$ cat src/rtl/rf_writeback_ctrl.sv
// rf_writeback_ctrl: register-file write port arbiter (ALU priority, queued LSU) with pending-load scoreboard
module rf_writeback_ctrl #(
    parameter int XLEN  = 32,
    parameter int DEPTH = 4
) (
    input  logic                     clk_i,
    input  logic                     rst_ni,
    input  logic                     alu_valid_i,
    input  logic [4:0]               alu_rd_i,
    input  logic [XLEN-1:0]          alu_data_i,
    input  logic                     lsu_valid_i,
    output logic                     lsu_ready_o,
    input  logic [4:0]               lsu_rd_i,
    input  logic [XLEN-1:0]          lsu_data_i,
    input  logic                     load_issue_i,
    input  logic [4:0]               load_issue_rd_i,
    output logic                     reg_write_en_o,
    output logic [4:0]               rd_addr_o,
    output logic [XLEN-1:0]          rd_data_o,
    output logic [31:0]              busy_o,
    output logic [$clog2(DEPTH):0]   fifo_count_o
);
    localparam int AW = $clog2(DEPTH);
    localparam int CW = AW + 1;
    logic [XLEN-1:0] data_mem [DEPTH];
    logic [4:0]      rd_mem   [DEPTH];
    logic [AW-1:0]   wptr, rptr;
    logic [CW-1:0]   count;
    logic            alu_w, acc_nz, pop, bypass, push, wb_lsu;
    logic [4:0]      wb_rd;
    logic [XLEN-1:0] wb_data;
    logic [31:0]     busy_set, busy_clr;
    assign lsu_ready_o  = count != CW'(DEPTH);
    assign fifo_count_o = count;
    always_comb begin
        alu_w    = alu_valid_i && alu_rd_i != 5'd0;
        acc_nz   = lsu_valid_i && lsu_ready_o && lsu_rd_i != 5'd0;
        pop      = !alu_w && count != '0;
        bypass   = !alu_w && count == '0 && acc_nz;
        push     = acc_nz && !bypass;
        wb_lsu   = pop || bypass;
        wb_rd    = pop ? rd_mem[rptr] : lsu_rd_i;
        wb_data  = pop ? data_mem[rptr] : lsu_data_i;
        busy_clr = wb_lsu ? 32'd1 << wb_rd : 32'd0;
        busy_set = (load_issue_i && load_issue_rd_i != 5'd0) ? 32'd1 << load_issue_rd_i : 32'd0;
    end
    always_ff @(posedge clk_i) begin
        if (push) begin
            data_mem[wptr] <= lsu_data_i;
            rd_mem[wptr]   <= lsu_rd_i;
        end
    end
    always_ff @(posedge clk_i) begin
        if (!rst_ni) begin
            wptr           <= '0;
            rptr           <= '0;
            count          <= '0;
            reg_write_en_o <= 1'b0;
            rd_addr_o      <= '0;
            rd_data_o      <= '0;
            busy_o         <= '0;
        end else begin
            if (push) wptr <= wptr + 1'b1;
            if (pop) rptr <= rptr + 1'b1;
            count          <= count + CW'(push) - CW'(pop);
            reg_write_en_o <= alu_w || wb_lsu;
            if (alu_w) begin
                rd_addr_o <= alu_rd_i;
                rd_data_o <= alu_data_i;
            end else if (wb_lsu) begin
                rd_addr_o <= wb_rd;
                rd_data_o <= wb_data;
            end
            busy_o <= ((busy_o & ~busy_clr) | busy_set) & ~32'd1;
        end
    end
endmodule
$ cat config.mk
export PLATFORM = sky130hd
export DESIGN_NAME = rf_writeback_ctrl
export DESIGN_NICKNAME = d
export VERILOG_FILES = /design/src/rtl/rf_writeback_ctrl.sv
export SDC_FILE = /design/constraint.sdc
export NUM_CORES = 1
export LEC_CHECK = 0
export CORE_MARGIN = 4
export CORE_UTILIZATION = 35
export DETAILED_ROUTE_END_ITERATION = 8
export GPL_TIMING_DRIVEN = 0
export HOLD_SLACK_MARGIN = 0.12
export MAX_ROUTING_LAYER = met4
export PLACE_DENSITY = 0.61
export SYNTH_ARGS = -nofsm -noshare
export SYNTH_HDL_FRONTEND = slang
export SYNTH_SLANG_ARGS = --single-unit
$ cat constraint.sdc
create_clock -name clk_i -period 3.75 [get_ports clk_i]
set_clock_uncertainty 0.1 [all_clocks]
set_input_delay 0.5625 -clock clk_i [delete_from_list [all_inputs] [get_ports clk_i]]
set_output_delay 0.5625 -clock clk_i [all_outputs]
set_load 0.01 [all_outputs]
Run 1, metal 4:
Drawn at 2 px/um.
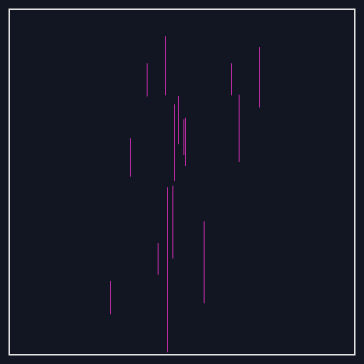
wire length on this layer: 438 um
longest straight run: 82.3 um
share of all routed wire: 1.8%
nets with wire on the layer: 8
main direction: vertical

Run 1, placement density heat map:
Drawn at 1.5 px/um. 17 x 17 tiles, from white (low) to dark blue (high), 0 to 100% covered.
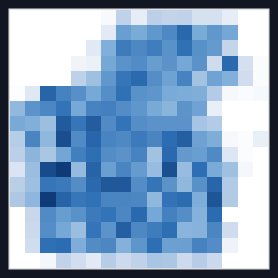
fullest tile: 96%
emptiest ninth of the die: upper left
nearly empty tiles: 21%
tiles over 75% full: 9.3%

Run 1, PDN straps and rails:
Drawn at 3 px/um. Pins as bars on the die edge.
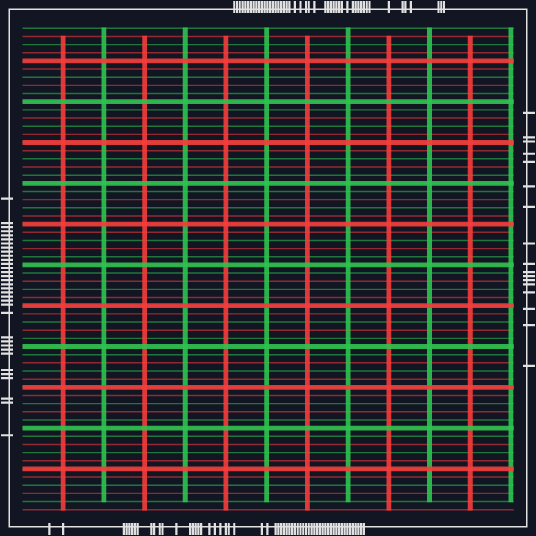
[red] VSS
[green] VDD
signal pins: 158
rows: 59
met4 straps: 12
met5 straps: 11

Run 1, track usage over the die:
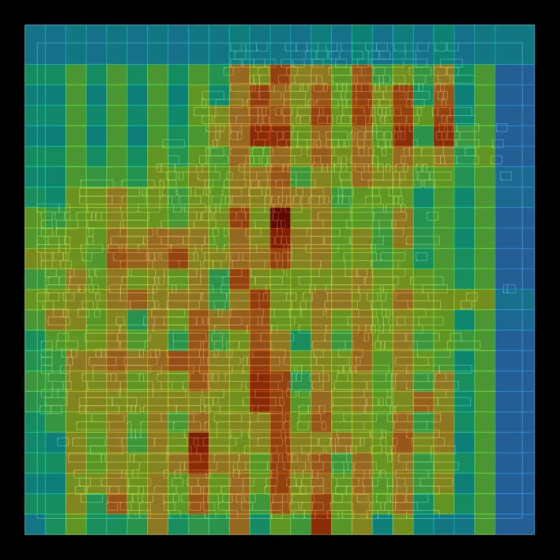
Routed wire per std cell: 19.9 um
M2 GR Usage: 28.1%
met3 Use GR: 2.86%

==> run summary, run 1 <==
yosys cell count: 692
status: complete, no violations
Leak Pwr: 4.14 nW
most common logic cells in the final layout: clkdlybuf4s50_1 (156), edfxtp_1 (148), nand2_1 (94), dfxtp_1 (78), nand3_1 (46)
Layout area overhead: 31.8%
slowest cell delay on critical path: 0.54 ns
chip area in the Yosys report: 9420 um2
Flop+latch power: 3.18 mW
slowest cell on the critical path: clkdlybuf4s50_1
crit path from: alu_rd_i[3]
GR Util met1: 22.0%
gr busiest metal: met2
clock group share of total power: 32.7%
max-slew violations: 0
Clock Network Area Fraction: 7.47%
max-cap viol count: 0
Synth area leaders: edfxtp_1 (47%), dfxtp_1 (17%), mux4_2 (8.9%)
wire length on met2: 12,300 um
hold endpoint: rd_data_o[29]$_SDFFE_PN0P_
Net count, final: 970
iteration tally of the first detailed-router pass: 4
# rows: 59
cell class contributing the biggest share of worst-path delay: buffers and inverters
vias in the first global route: 6,595
Plain + repair buffers: 202
combinational fraction of the cell area: 25.5%
Worst Hold Depth: 1
critical path depth: 13
FILL cells: 2,388
Registers, synthesis: 226
logic area: 3160 um2
cell type with the largest total area: edfxtp_1
yosys warns: 0
first-pass GRT wire length: 37,900 um
Worst EP required: 4.05 ns
Largest register FFs: 128
total CTS buffers: 25
antenna diode count: 1
FF-to-FF End: fifo_count_o[2]$_SDFF_PN0_
cells on worst reg2reg path: 12
clkbuf count: 31
simple share: 10.8%
==> run 2, diff against run 1 <==
Settings changed: CELL_PAD_IN_SITES_DETAIL_PLACEMENT set to 1, CELL_PAD_IN_SITES_GLOBAL_PLACEMENT set to 2, PLACE_DENSITY 0.61 to 0.82.
==> run 2 against run 1 <==
Fmax is 1.8% lower. Register-to-register slack got worse by 0.14 ns. Die size unchanged. Setup slack lost 0.062 ns. Global-route usage is 1.9 points higher. Sequential power about the same. Critical path type unchanged. Largest power group unchanged.
==> run summary, run 2 <==
most common logic cells in the final layout: clkdlybuf4s50_1 (156), edfxtp_1 (148), nand2_1 (94), dfxtp_1 (78), nand3_1 (46)
HP Class: flop to flop
total CTS buffers: 25 (unchanged)
antenna diode count: 2 (+1)
crit path from: lsu_rd_i[2]
Flop+latch power: 3.18 mW (about the same)
CP Capture Type: flop
max-slew violations: 0 (unchanged)
Layout area overhead: 31.4%
hold endpoint: rd_data_o[24]$_SDFFE_PN0P_
TNS Setup: 0 ns
Post-Synth XOR/XNOR Area: 0.465%
combinational fraction of the cell area: 25.6% (+0.072 points)
logic area: 3160 um2 (unchanged)
chip area: 29,600 um2
Final GP Congestion: 0.785
clkbuf count: 28 (-9.7%)
Non-clock buffers, area share: 15.1%
WHS: 0.362 ns
Logic power comb: 2.46 mW
CP startpoint kind: primary input
GR Util met1: 24.6% (+2.6 points)
clock tree buffer depth: 3
chip area in the Yosys report: 9420 um2 (unchanged)
wl on met1: 11,500 um
met3 Use GR: 2.74% (-0.11 points)
max-cap viol count: 0 (unchanged)
vias in the first global route: 7,126 (+8.1%)
Leak Pwr: 4.14 nW (-0.12%)
FF-to-FF End: fifo_count_o[2]$_SDFF_PN0_
status: complete, no violations
register area: 6010 um2
Registers, synthesis: 226 (unchanged)
cell class contributing the biggest share of worst-path delay: buffers and inverters
iteration tally of the first detailed-router pass: 5 (+1)
Routed wire per std cell: 22.1 um (+11%)
Worst Hold Depth: 1 (unchanged)
largest register by flop count: data_mem
Cell Type Count: 55
initial antenna violation count: 1
critical path class: primary input to flop
flop share of the area: 48.5%
ys async rst share: 0%
adder share: 1.01%
cell type with the largest total area: edfxtp_1
slowest cell on the critical path: clkdlybuf4s50_1
Synth top area share: 47.2%
DRT iter0 DRCs: 505
sw power: 2.56 mW
yosys warns: 0 (unchanged)
M2 GR Usage: 32.4% (+4.2 points)
Plain + repair buffers: 202 (unchanged)
slowest cell delay on critical path: 0.65 ns (+0.11 ns)
cells on worst reg2reg path: 12 (unchanged)
cycle use final: 91.8%
critical path depth: 13 (unchanged)
Buf+Inv Stages, Crit Path: 4
Hold Vio Cnt, Final: 0
Largest register FFs: 128 (unchanged)
Synth area leaders: edfxtp_1 (47%), dfxtp_1 (17%), mux4_2 (8.9%)
clock group share of total power: 32.0% (-0.7 points)
well tap count: 335
simple share: 10.8% (unchanged)
worst-margin pin slew: 0.950 ns
gr busiest metal: met2
Arrival @ worst endpoint: 3.72 ns
yosys cell count: 692 (unchanged)
# rows: 59 (unchanged)
Worst EP required: 4.03 ns (-0.02 ns)
first-pass GRT wire length: 42,300 um (+12%)
grt total ovfl: 0
clk slew on worst S/H paths: 0.06 ns
wire length on met2: 14,000 um (+14%)
Clock Network Area Fraction: 7.19% (-0.28 points)
FILL cells: 2,705 (+13%)
Net count, final: 970 (unchanged)
Run 2, placement density heat map:
Drawn at 1.5 px/um. 17 x 17 tiles, from white (low) to dark blue (high), 0 to 100% covered.
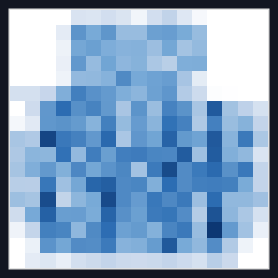
mean over tiles: 40%
emptiest ninth of the die: upper right
fullest tile: 97%

Run 2, clock wires, drivers and flops:
Drawn at 3 px/um.
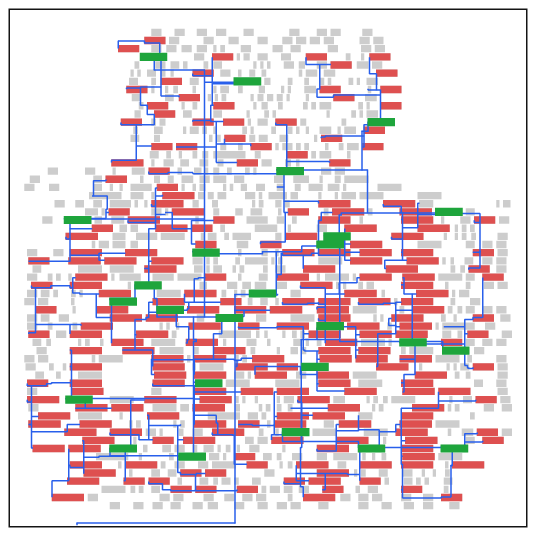
[blue] clock wires | length: 2,960 um
[green] clock-net drivers | count: 25
[red] flip-flops | count: 226
flops lie: all over the die
routed clock nets: 26

==> run 3, diff against run 2 <==
--- a/config.mk
+++ b/config.mk
@@ -7,2 +7,3 @@
 export LEC_CHECK = 0
+export ABC_CLOCK_PERIOD_IN_PS = 3750
 export CELL_PAD_IN_SITES_DETAIL_PLACEMENT = 1
@@ -11,2 +12,3 @@
 export CORE_UTILIZATION = 35
+export CTS_BUF_LIST = sky130_fd_sc_hd__clkbuf_8
 export DETAILED_ROUTE_END_ITERATION = 8
==> constraint.sdc (replaced) <==
create_clock -name clk_i -period 3.75 [get_ports clk_i]
set_clock_uncertainty 0.1 [all_clocks]
set_input_delay 0.375 -clock clk_i [delete_from_list [all_inputs] [get_ports clk_i]]
set_output_delay 0.375 -clock clk_i [all_outputs]
set_load 0.01 [all_outputs]
==> run 3 against run 2 <==
Clock power decreased by about 20%. Combinational power about the same. Wire length decreased by 1.5%. Worst hold slack improved by 0.00075 ns. Critical path depth unchanged. Synthesized cell count unchanged. Setup slack improved by 0.19 ns. Non-clock buffer count unchanged. Fmax increased by 6.0%. Count of clock-buffer cells in the layout increased by 12.
==> run summary, run 3 <==
FF-to-FF End: fifo_count_o[2]$_SDFF_PN0_
final WL: 26,800 um
htree depth: 2
CP startpoint kind: primary input
combinational fraction of the cell area: 25.9% (+0.33 points)
chip area: 29,600 um2 (unchanged)
Cell Type Count: 55 (unchanged)
Flop+latch power: 3.18 mW (about the same)
critical path depth: 13 (unchanged)
clock tree buffer depth: 3 (unchanged)
simple share: 10.8% (unchanged)
DRT iter0 DRCs: 442 (-12%)
HP Class: flop to flop
clkbuf count: 40 (+43%)
Net count, final: 984 (+1.4%)
Worst EP required: 4.03 ns (about the same)
logic area: 3160 um2 (unchanged)
M2 GR Usage: 31.4% (-0.95 points)
cycle use final: 86.6% (-5.2 points)
ys async rst share: 0% (unchanged)
cell type with the largest total area: edfxtp_1
gr busiest metal: met2
Arrival @ worst endpoint: 3.53 ns (-0.19 ns)
Logic power comb: 2.44 mW (about the same)
slowest cell delay on critical path: 0.65 ns (about the same)
met3 Use GR: 3.04% (+0.30 points)
max-cap viol count: 0 (unchanged)
cell class contributing the biggest share of worst-path delay: buffers and inverters
most common logic cells in the final layout: clkdlybuf4s50_1 (156), edfxtp_1 (148), nand2_1 (94), dfxtp_1 (78), nand3_1 (46)
crit path from: lsu_rd_i[2]
Largest register FFs: 128 (unchanged)
Registers, synthesis: 226 (unchanged)
grt total ovfl: 0 (unchanged)
Leak Pwr: 4.13 nW (-0.26%)
WHS: 0.363 ns (+0.000753 ns)
CP Capture Type: flop
cells on worst reg2reg path: 12 (unchanged)
total CTS buffers: 39 (+56%)
Clock Network Area Fraction: 5.98% (-1.2 points)
wl on met1: 11,800 um (+2.1%)
first-pass GRT wire length: 41,600 um (-1.6%)
worst-margin pin slew: 1.01 ns (+0.0616 ns)
Layout area overhead: 29.8%
Synth area leaders: edfxtp_1 (47%), dfxtp_1 (17%), mux4_2 (8.9%)
vias in the first global route: 7,185 (+0.83%)
Buf+Inv Stages, Crit Path: 4 (unchanged)
largest register by flop count: data_mem
hold endpoint: rd_data_o[21]$_SDFFE_PN0P_
antenna diode count: 2 (unchanged)
flop share of the area: 49.2% (+0.63 points)
Routed wire per std cell: 21.3 um (-3.4%)
wire length on met2: 13,600 um (-2.8%)
adder share: 1.01% (unchanged)
Worst Hold Depth: 1 (unchanged)
Synth top area share: 47.2% (unchanged)
Final GP Congestion: 0.785 (unchanged)
slowest cell on the critical path: clkdlybuf4s50_1
Plain + repair buffers: 202 (unchanged)
# rows: 59 (unchanged)
status: complete, no violations
Run 3, track usage over the die:
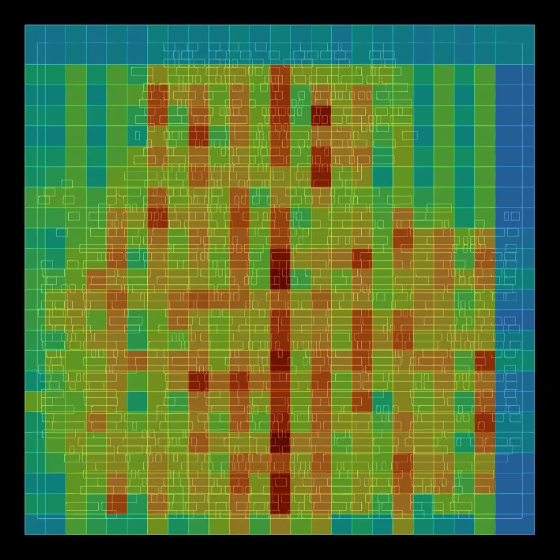
Total Routing Usage GR: 18.8%
GR Util met1: 23.9%
final core occ: 46.5%

Run 3, clock wires, drivers and flops:
Drawn at 3 px/um.
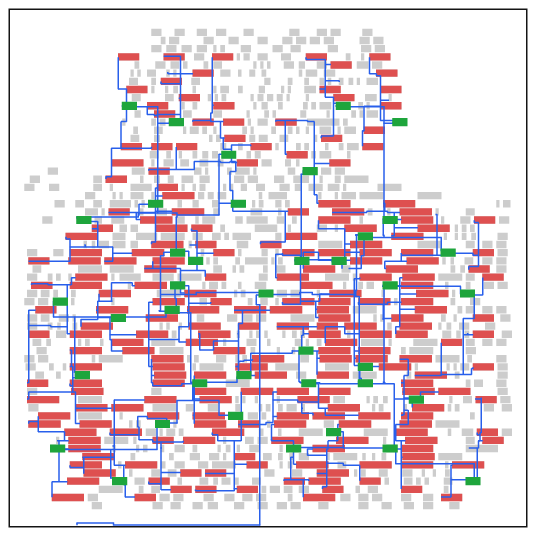
clk_lat worst skew: 0.53 ns
clock group share of total power: 27.5%

No activity file was given, so power comes from the tool's default toggle rates.
